--- src/rtl/conn_table_arbiter_if.sv ---
// Request/response and searcher-side signal bundle for the connection-table arbiter.
// The arbiter binds to the slave modport; the requesters and searcher see the master view.
interface conn_table_arbiter_if;
  logic         ct_req0;
  logic         ct_req1;
  logic [1:0]   ct_op0;
  logic [1:0]   ct_op1;
  logic [143:0] ct_tuple0;
  logic [143:0] ct_tuple1;
  logic         ct_gnt0;
  logic         ct_gnt1;
  logic         ct_done0;
  logic         ct_done1;
  logic [7:0]   ct_id0;
  logic [7:0]   ct_id1;
  logic [7:0]   ct_err0;
  logic [7:0]   ct_err1;
  logic         ct_busy;
  logic [1:0]   sr_rq;
  logic [23:0]  sr_mac_src;
  logic [23:0]  sr_mac_dst;
  logic [31:0]  sr_ip_src;
  logic [31:0]  sr_ip_dst;
  logic [15:0]  sr_port_src;
  logic [15:0]  sr_port_dst;
  logic         sr_done;
  logic [7:0]   sr_id;
  logic [7:0]   sr_error;

  modport slave (
    input  ct_req0, ct_req1, ct_op0, ct_op1, ct_tuple0, ct_tuple1,
    input  sr_done, sr_id, sr_error,
    output ct_gnt0, ct_gnt1, ct_done0, ct_done1, ct_id0, ct_id1, ct_err0, ct_err1, ct_busy,
    output sr_rq, sr_mac_src, sr_mac_dst, sr_ip_src, sr_ip_dst, sr_port_src, sr_port_dst
  );

  modport master (
    output ct_req0, ct_req1, ct_op0, ct_op1, ct_tuple0, ct_tuple1,
    output sr_done, sr_id, sr_error,
    input  ct_gnt0, ct_gnt1, ct_done0, ct_done1, ct_id0, ct_id1, ct_err0, ct_err1, ct_busy,
    input  sr_rq, sr_mac_src, sr_mac_dst, sr_ip_src, sr_ip_dst, sr_port_src, sr_port_dst
  );
endinterface

--- src/rtl/conn_table_arbiter.sv ---
// Two-port round-robin arbiter/sequencer in front of the connection-table searcher.
// Serialises requests, presents the tuple for a setup window, then issues and awaits done.
module conn_table_arbiter #(
  parameter int unsigned SETUP_CYCLES = 2,
  parameter int unsigned TIMEOUT      = 255
) (
  input logic                 ct_clk,
  input logic                 ct_rst_n,
  conn_table_arbiter_if.slave bus
);

  typedef enum logic [2:0] {
    StIdle,
    StGrant,
    StSetup,
    StIssue,
    StResp
  } state_e;

  localparam logic [1:0] OpLookup    = 2'b01;
  localparam logic [1:0] OpDelete    = 2'b10;
  localparam logic [7:0] ErrTimeout  = 8'hFE;
  localparam logic [7:0] ErrBadOp    = 8'hFD;
  localparam logic [7:0] SetupLast   = 8'(SETUP_CYCLES - 1);
  localparam logic [7:0] TimeoutLast = 8'(TIMEOUT - 1);

  state_e       state_q, state_d;
  logic         owner_q, owner_d;
  logic         last_q, last_d;
  logic [7:0]   cnt_q, cnt_d;
  logic [1:0]   op_q, op_d;
  logic [143:0] tuple_q, tuple_d;
  logic [7:0]   id0_q, id0_d, err0_q, err0_d;
  logic [7:0]   id1_q, id1_d, err1_q, err1_d;

  logic [1:0]   cur_op;
  logic [143:0] cur_tuple;
  logic         op_valid;
  logic         rsp_we;
  logic [7:0]   rsp_id;
  logic [7:0]   rsp_err;

  assign cur_op    = owner_q ? bus.ct_op1 : bus.ct_op0;
  assign cur_tuple = owner_q ? bus.ct_tuple1 : bus.ct_tuple0;
  assign op_valid  = (cur_op == OpLookup) || (cur_op == OpDelete);

  always_comb begin
    state_d = state_q;
    owner_d = owner_q;
    last_d  = last_q;
    cnt_d   = cnt_q;
    op_d    = op_q;
    tuple_d = tuple_q;
    id0_d   = id0_q;
    err0_d  = err0_q;
    id1_d   = id1_q;
    err1_d  = err1_q;
    rsp_we  = 1'b0;
    rsp_id  = 8'h00;
    rsp_err = 8'h00;

    unique case (state_q)
      StIdle: begin
        if (bus.ct_req0 || bus.ct_req1) begin
          // On contention the port that was not served last wins.
          owner_d = (bus.ct_req0 && bus.ct_req1) ? ~last_q : bus.ct_req1;
          state_d = StGrant;
        end
      end
      StGrant: begin
        op_d = cur_op;
        if (op_valid) begin
          tuple_d = cur_tuple;
          cnt_d   = 8'h00;
          state_d = StSetup;
        end else begin
          // Invalid op never reaches the searcher; the tuple outputs keep their old value.
          rsp_we  = 1'b1;
          rsp_err = ErrBadOp;
          state_d = StResp;
        end
      end
      StSetup: begin
        if (cnt_q == SetupLast) begin
          cnt_d   = 8'h00;
          state_d = StIssue;
        end else begin
          cnt_d = cnt_q + 8'd1;
        end
      end
      StIssue: begin
        if (bus.sr_done) begin
          rsp_we  = 1'b1;
          rsp_id  = bus.sr_id;
          rsp_err = bus.sr_error;
          cnt_d   = 8'h00;
          state_d = StResp;
        end else if (cnt_q == TimeoutLast) begin
          rsp_we  = 1'b1;
          rsp_err = ErrTimeout;
          cnt_d   = 8'h00;
          state_d = StResp;
        end else begin
          cnt_d = cnt_q + 8'd1;
        end
      end
      StResp: begin
        last_d  = owner_q;
        state_d = StIdle;
      end
      default: state_d = StIdle;
    endcase

    // Result registers are written one cycle early so they are valid alongside done.
    if (rsp_we) begin
      if (owner_q) begin
        id1_d  = rsp_id;
        err1_d = rsp_err;
      end else begin
        id0_d  = rsp_id;
        err0_d = rsp_err;
      end
    end
  end

  always_ff @(posedge ct_clk) begin
    if (!ct_rst_n) begin
      state_q <= StIdle;
      owner_q <= 1'b0;
      last_q  <= 1'b1;
      cnt_q   <= 8'h00;
      op_q    <= 2'b00;
      tuple_q <= '0;
      id0_q   <= 8'h00;
      err0_q  <= 8'h00;
      id1_q   <= 8'h00;
      err1_q  <= 8'h00;
    end else begin
      state_q <= state_d;
      owner_q <= owner_d;
      last_q  <= last_d;
      cnt_q   <= cnt_d;
      op_q    <= op_d;
      tuple_q <= tuple_d;
      id0_q   <= id0_d;
      err0_q  <= err0_d;
      id1_q   <= id1_d;
      err1_q  <= err1_d;
    end
  end

  assign bus.ct_gnt0     = (state_q == StGrant) && !owner_q;
  assign bus.ct_gnt1     = (state_q == StGrant) && owner_q;
  assign bus.ct_done0    = (state_q == StResp) && !owner_q;
  assign bus.ct_done1    = (state_q == StResp) && owner_q;
  assign bus.ct_id0      = id0_q;
  assign bus.ct_err0     = err0_q;
  assign bus.ct_id1      = id1_q;
  assign bus.ct_err1     = err1_q;
  assign bus.ct_busy     = (state_q != StIdle);
  assign bus.sr_rq       = (state_q == StIssue) ? op_q : 2'b00;
  assign bus.sr_mac_src  = tuple_q[143:120];
  assign bus.sr_mac_dst  = tuple_q[119:96];
  assign bus.sr_ip_src   = tuple_q[95:64];
  assign bus.sr_ip_dst   = tuple_q[63:32];
  assign bus.sr_port_src = tuple_q[31:16];
  assign bus.sr_port_dst = tuple_q[15:0];

endmodule

--- src/flat_wrapper.sv ---
// flat-port wrapper written by rule: the top's interface ports become plain ports
module conn_table_arbiter_flat 
#(
  parameter int unsigned SETUP_CYCLES = 2,
  parameter int unsigned TIMEOUT      = 255
)
  (ct_clk, ct_rst_n, bus_ct_req0, bus_ct_req1, bus_ct_op0, bus_ct_op1, bus_ct_tuple0, bus_ct_tuple1, bus_sr_done, bus_sr_id, bus_sr_error, bus_ct_gnt0, bus_ct_gnt1, bus_ct_done0, bus_ct_done1, bus_ct_id0, bus_ct_id1, bus_ct_err0, bus_ct_err1, bus_ct_busy, bus_sr_rq, bus_sr_mac_src, bus_sr_mac_dst, bus_sr_ip_src, bus_sr_ip_dst, bus_sr_port_src, bus_sr_port_dst);
  conn_table_arbiter_if bus_i ();
  input logic ct_clk;
  input logic ct_rst_n;
  input wire logic [$bits(bus_i.ct_req0)-1:0] bus_ct_req0;
  input wire logic [$bits(bus_i.ct_req1)-1:0] bus_ct_req1;
  input wire logic [$bits(bus_i.ct_op0)-1:0] bus_ct_op0;
  input wire logic [$bits(bus_i.ct_op1)-1:0] bus_ct_op1;
  input wire logic [$bits(bus_i.ct_tuple0)-1:0] bus_ct_tuple0;
  input wire logic [$bits(bus_i.ct_tuple1)-1:0] bus_ct_tuple1;
  input wire logic [$bits(bus_i.sr_done)-1:0] bus_sr_done;
  input wire logic [$bits(bus_i.sr_id)-1:0] bus_sr_id;
  input wire logic [$bits(bus_i.sr_error)-1:0] bus_sr_error;
  output wire logic [$bits(bus_i.ct_gnt0)-1:0] bus_ct_gnt0;
  output wire logic [$bits(bus_i.ct_gnt1)-1:0] bus_ct_gnt1;
  output wire logic [$bits(bus_i.ct_done0)-1:0] bus_ct_done0;
  output wire logic [$bits(bus_i.ct_done1)-1:0] bus_ct_done1;
  output wire logic [$bits(bus_i.ct_id0)-1:0] bus_ct_id0;
  output wire logic [$bits(bus_i.ct_id1)-1:0] bus_ct_id1;
  output wire logic [$bits(bus_i.ct_err0)-1:0] bus_ct_err0;
  output wire logic [$bits(bus_i.ct_err1)-1:0] bus_ct_err1;
  output wire logic [$bits(bus_i.ct_busy)-1:0] bus_ct_busy;
  output wire logic [$bits(bus_i.sr_rq)-1:0] bus_sr_rq;
  output wire logic [$bits(bus_i.sr_mac_src)-1:0] bus_sr_mac_src;
  output wire logic [$bits(bus_i.sr_mac_dst)-1:0] bus_sr_mac_dst;
  output wire logic [$bits(bus_i.sr_ip_src)-1:0] bus_sr_ip_src;
  output wire logic [$bits(bus_i.sr_ip_dst)-1:0] bus_sr_ip_dst;
  output wire logic [$bits(bus_i.sr_port_src)-1:0] bus_sr_port_src;
  output wire logic [$bits(bus_i.sr_port_dst)-1:0] bus_sr_port_dst;
  assign bus_i.ct_req0 = bus_ct_req0;
  assign bus_i.ct_req1 = bus_ct_req1;
  assign bus_i.ct_op0 = bus_ct_op0;
  assign bus_i.ct_op1 = bus_ct_op1;
  assign bus_i.ct_tuple0 = bus_ct_tuple0;
  assign bus_i.ct_tuple1 = bus_ct_tuple1;
  assign bus_i.sr_done = bus_sr_done;
  assign bus_i.sr_id = bus_sr_id;
  assign bus_i.sr_error = bus_sr_error;
  assign bus_ct_gnt0 = bus_i.ct_gnt0;
  assign bus_ct_gnt1 = bus_i.ct_gnt1;
  assign bus_ct_done0 = bus_i.ct_done0;
  assign bus_ct_done1 = bus_i.ct_done1;
  assign bus_ct_id0 = bus_i.ct_id0;
  assign bus_ct_id1 = bus_i.ct_id1;
  assign bus_ct_err0 = bus_i.ct_err0;
  assign bus_ct_err1 = bus_i.ct_err1;
  assign bus_ct_busy = bus_i.ct_busy;
  assign bus_sr_rq = bus_i.sr_rq;
  assign bus_sr_mac_src = bus_i.sr_mac_src;
  assign bus_sr_mac_dst = bus_i.sr_mac_dst;
  assign bus_sr_ip_src = bus_i.sr_ip_src;
  assign bus_sr_ip_dst = bus_i.sr_ip_dst;
  assign bus_sr_port_src = bus_i.sr_port_src;
  assign bus_sr_port_dst = bus_i.sr_port_dst;
  conn_table_arbiter #(.SETUP_CYCLES(SETUP_CYCLES), .TIMEOUT(TIMEOUT)) u_core (.ct_clk(ct_clk), .ct_rst_n(ct_rst_n), .bus(bus_i));
endmodule
--- config.mk ---
export PLATFORM = sky130hd
export DESIGN_NAME = conn_table_arbiter_flat
export DESIGN_NICKNAME = d
export VERILOG_FILES = /design/src/rtl/conn_table_arbiter_if.sv /design/src/rtl/conn_table_arbiter.sv /design/src/flat_wrapper.sv
export SDC_FILE = /design/constraint.sdc
export NUM_CORES = 1
export LEC_CHECK = 0
export CAP_MARGIN = 10
export CORE_AREA = 10 10 182 184
export CTS_BUF_LIST = sky130_fd_sc_hd__clkbuf_8
export CTS_CLUSTER_SIZE = 10
export DETAILED_ROUTE_END_ITERATION = 10
export DIE_AREA = 0 0 192 194
export PLACE_DENSITY = 0.65
export SLEW_MARGIN = 10
export SYNTH_ARGS = -nofsm -noshare
export SYNTH_HDL_FRONTEND = slang
export SYNTH_SLANG_ARGS = --single-unit
export TNS_END_PERCENT = 1
--- constraint.sdc ---
create_clock -name ct_clk -period 4.2 [get_ports ct_clk]
set_clock_uncertainty 0.15 [all_clocks]
set_input_delay 0.63 -clock ct_clk [delete_from_list [all_inputs] [get_ports ct_clk]]
set_output_delay 0.63 -clock ct_clk [all_outputs]
set_load 0.05 [all_outputs]
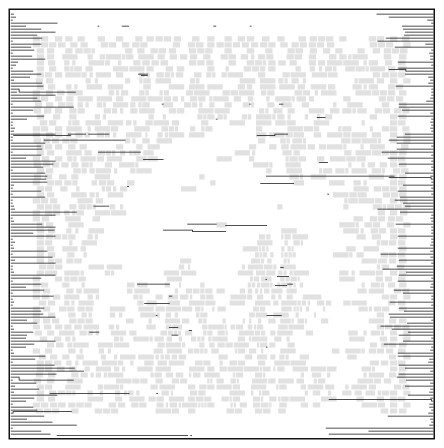
m3.png
main direction	horizontal
share of all routed wire	8.5%

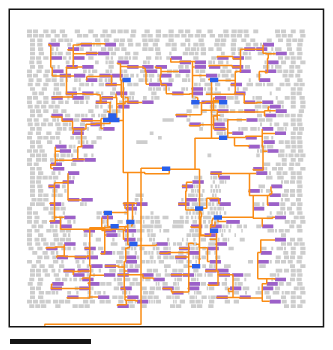
clock_wires.png
Bar = 50 µm.
[clock wires] orange | length: 2570 µm
[flip-flops] purple | count: 191
[clock-net drivers] blue | count: 17
routed clock nets	18
flops lie	spread over the die

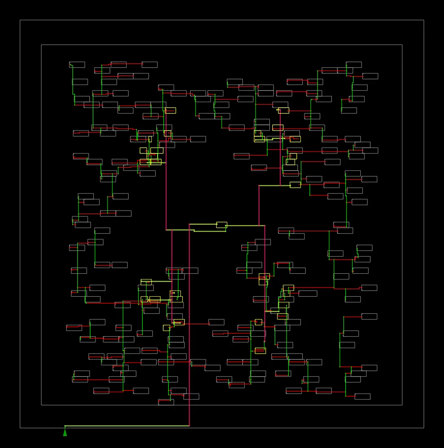
clock_nets.png
total clock network power: 1200 µW
clock buffers created by TritonCTS: 17
total number of clock tree sinks: 191
flip-flop and latch count: 191
Layout clock buffers: 19

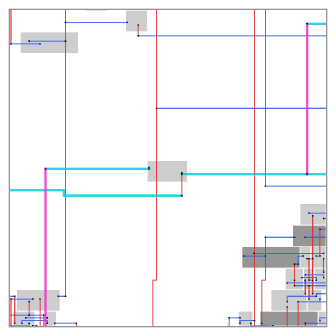
closeup.png
Window x 76 to 116, y 77 to 117 µm. Cells in grey, sequential cells in the stronger grey; small squares are vias.
layer	colour
M3	cyan
M2	red
M4	magenta
M1	blue
sequential cells in the window	3
most frequent	dfxtp_1 (3), nor2_1 (2)
netlist names of flops here include	u_core.cnt_q (3)
cells with their middle in the window	18

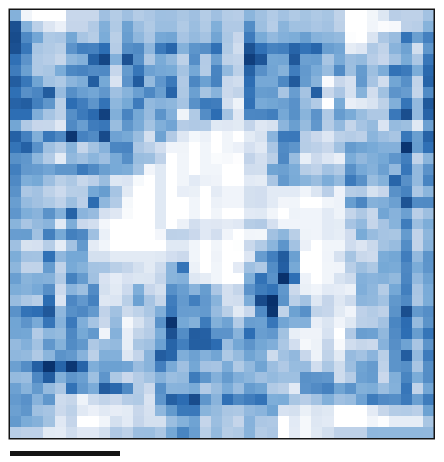
route_heat.png
Bar = 50 µm. The die is cut into 38 by 39 equal tiles; white is low, dark blue is high, scaled to the fullest tile. Values are wire area over tile area, all layers added.
emptiest ninth of the die	centre
mean over tiles	0.17
tiles over half the peak	32%
nearly empty tiles	5.9%

==> summary.txt <==
Summary of the current implementation state.

- The share of post-route cells with drive strength above 1 is 8.74%, for reference.
- The power report shows net switching accounting for 40.3% of the total.
- The routed via count divided by cell count is 4.98, for reference.
- For reference, the top cells by area after synthesis are dfxtp_1 (42%), mux2i_1 (18%), a21oi_1 (9.0%), a211oi_1 (8.6%), a211oi_2 (7.9%).
- The net switching power in the latest report is ~2300 µW.
- The area recorded from the Yosys report for this design is 0.00907 mm².
- After layout, the worst path uses 77.5% of the clock period.
- The count of boundary I/O pins is 496, for reference.
- After filler insertion, the fill cell instance count of the layout stands at 2743.
- The power dissipated in sequential cells is 2110 µW, for reference.
- The slew of the pin with the lowest slew margin is 1.08 ns, for reference.
- The final hold violation count recorded for this run is 0.
- The start point of the critical path is u_core.state_q[0]$_SDFFE_PN0P_, for reference.
- The final layout contains routed wiring with a total length of 38.4 mm.
- Summing over every cut layer, the via total after detailed routing is just under 9000.
- Per the OpenROAD timing report, the critical path contains 4 cells.
- The combinational share of power is 41.2%, for reference.
- The net count of the finished layout is about 1700.
- The group with the largest share of power is combinational logic, for reference.
- The worst hold path passes through 2 cells.
- Looking at the reg2reg group, the worst path ends at u_core.tuple_q[53]$_SDFFE_PN0P_.
- The initial standard-cell utilization of the core is 30.9%, for reference.
- Of the total synthesized cell area, the portion taken by AND, OR, NAND and NOR gates is 4.33%.
- The largest cell class by area is buffers.
- The cell count after synthesis is slightly above 900, for reference.
- The synthesized netlist net count is ~1200, for reference.
- The first global-routing pass estimated 56.7 mm of wire.
- The cell area after layout is 0.0146 mm², for reference.
- The clock power share is 21.3%, for reference.
- The signal on the critical path passes through and2b_1 -> nand2_1 -> nor2_1 -> clkdlybuf4s50_1.
- The die area is between 0.03 and 0.04 mm², for reference.
- The cell type group with the largest total delay on the critical path is buffers and inverters, for reference.
- The timing report gives the worst reg2reg path a setup slack of approximately 1.6 ns.
- The buffer levels on the longest clock path is 2, for reference.
- The shortest clock period the worst path allows after layout is approximately 3.3 ns, for reference.
- The combinational logic power is 2320 µW, for reference.
- Looking at the hold checks, the worst path lands on u_core.bus.ct_id1[2]$_SDFFE_PN0P_.
- The power density over the cells is 385 mW/mm², for reference.
- The pin count of the biggest net entering global routing is 93, for reference.
- The layout report lists the non-clock buffer share of cell area as 35.0%.
- The number of antenna violations at the first check in global routing is 1.
- After synthesis, the mean cell area works out to ~9.9 µm².
- Summing internal, switching and leakage power gives around 5600 µW.
- The flow ran to the end, and the final reports show no timing, DRC or antenna violations.
- The H-tree was split into 4 levels.
- Counting flops with an async set or reset pin after synthesis yields a share of 0%.
- The worst hold path begins at u_core.bus.ct_id1[2]$_SDFFE_PN0P_.
- The number of tap instances is between 300 and 400, for reference.
- The post-CTS resize count is 0, for reference.
- The routed design shows a wire length per standard cell of 21.9 µm.
- The standard cell with the maximum stage delay on the critical path is clkdlybuf4s50_1, for reference.
- After routing, the total negative slack on setup checks comes to 0 ns.
- The worst stage delay on the critical path is 0.84 ns, for reference.
- Setup repair after global routing left no endpoint under its margin.
- The type of element capturing the critical path is a primary output, for reference.
- The slack of the critical path is around 0.94 ns, for reference.
- By area, the combinational part of the netlist is dominated by AND-OR/OR-AND gates.
- The worst register-to-register path has a depth of 5.
- After synthesis the cells add up to 0.00907 mm².
- In this run the layout overhead on the synthesized area is reported as 61.2%.
- The multi-input logic cell count is 616, for reference.
- The number of buffers inserted by hold repair at cts is 0, for reference.
- The synthesized netlist devotes less than 1% of its cell area to adder and majority cells.
- In the power breakdown, the internal column shows 3370 µW.
- The launching element type of the critical path is a flop, for reference.
- The count of buffers added on input and output ports is 495.
- In the global route stage, overall resource usage came out at 19.6%.
- In this run the biggest area consumer among cell types represents 42.2% of the synthesized area.
- The number of warnings issued by yosys is 0, for reference.
- The leakage power is 0.00470 µW, for reference.
- Per the log, the first TritonRoute iteration ended with a DRC count of roughly 460.
- The post-synth register bit count is 191.
- The worst VDD IR drop from the latest analysis is 0.187 mV.
- The OpenROAD report gives the critical path a data arrival time of 2.48 ns.
- Per the CTS log, the root buffer master is clkbuf_8.
- The maximum clock frequency is 307 MHz, for reference.
- Sorting the Yosys area breakdown by cell type puts at the top dfxtp_1.
- The number of enable-type register cells in the synthesized netlist is 0, for reference.
- Prior to clock tree synthesis, the placed netlist has a worst setup slack of 1.16 ns.
- The critical path start-end classification is flop to primary output, for reference.
- TritonCTS built the clock tree.
[cells by family after synthesis]
kind of cell / count (synthesis)
and+or+nand+nor: 80
muxes: 164
adders and majority gates: 3
DFF: 191
buffers and inverters: 106
xor gates and xnor gates: 3
AOI/OAI and AO/OA: 366
[registers in the layout (all words and copies together), names as in the netlist]
register and cells:
u_core.last_q 1, u_core.cnt_q 8, u_core.bus.ct_id1 8, u_core.owner_q 1
u_core.bus.ct_err0 8, u_core.op_q 2, u_core.tuple_q 144, u_core.bus.ct_id0 8
u_core.bus.ct_err1 8, u_core.state_q 3
[routing by layer]
metal / GRT usage (%) / routed length (µm) / vias up
met5: 0 / 0 / -
met4: 5.09 / 612 / 0
met3: 6.49 / 3260 / 33
met2: 33.5 / 18900 / 346
met1: 22.8 / 15600 / 4038
li1: - / - / 4304
Power and IR drop assume default switching activity.
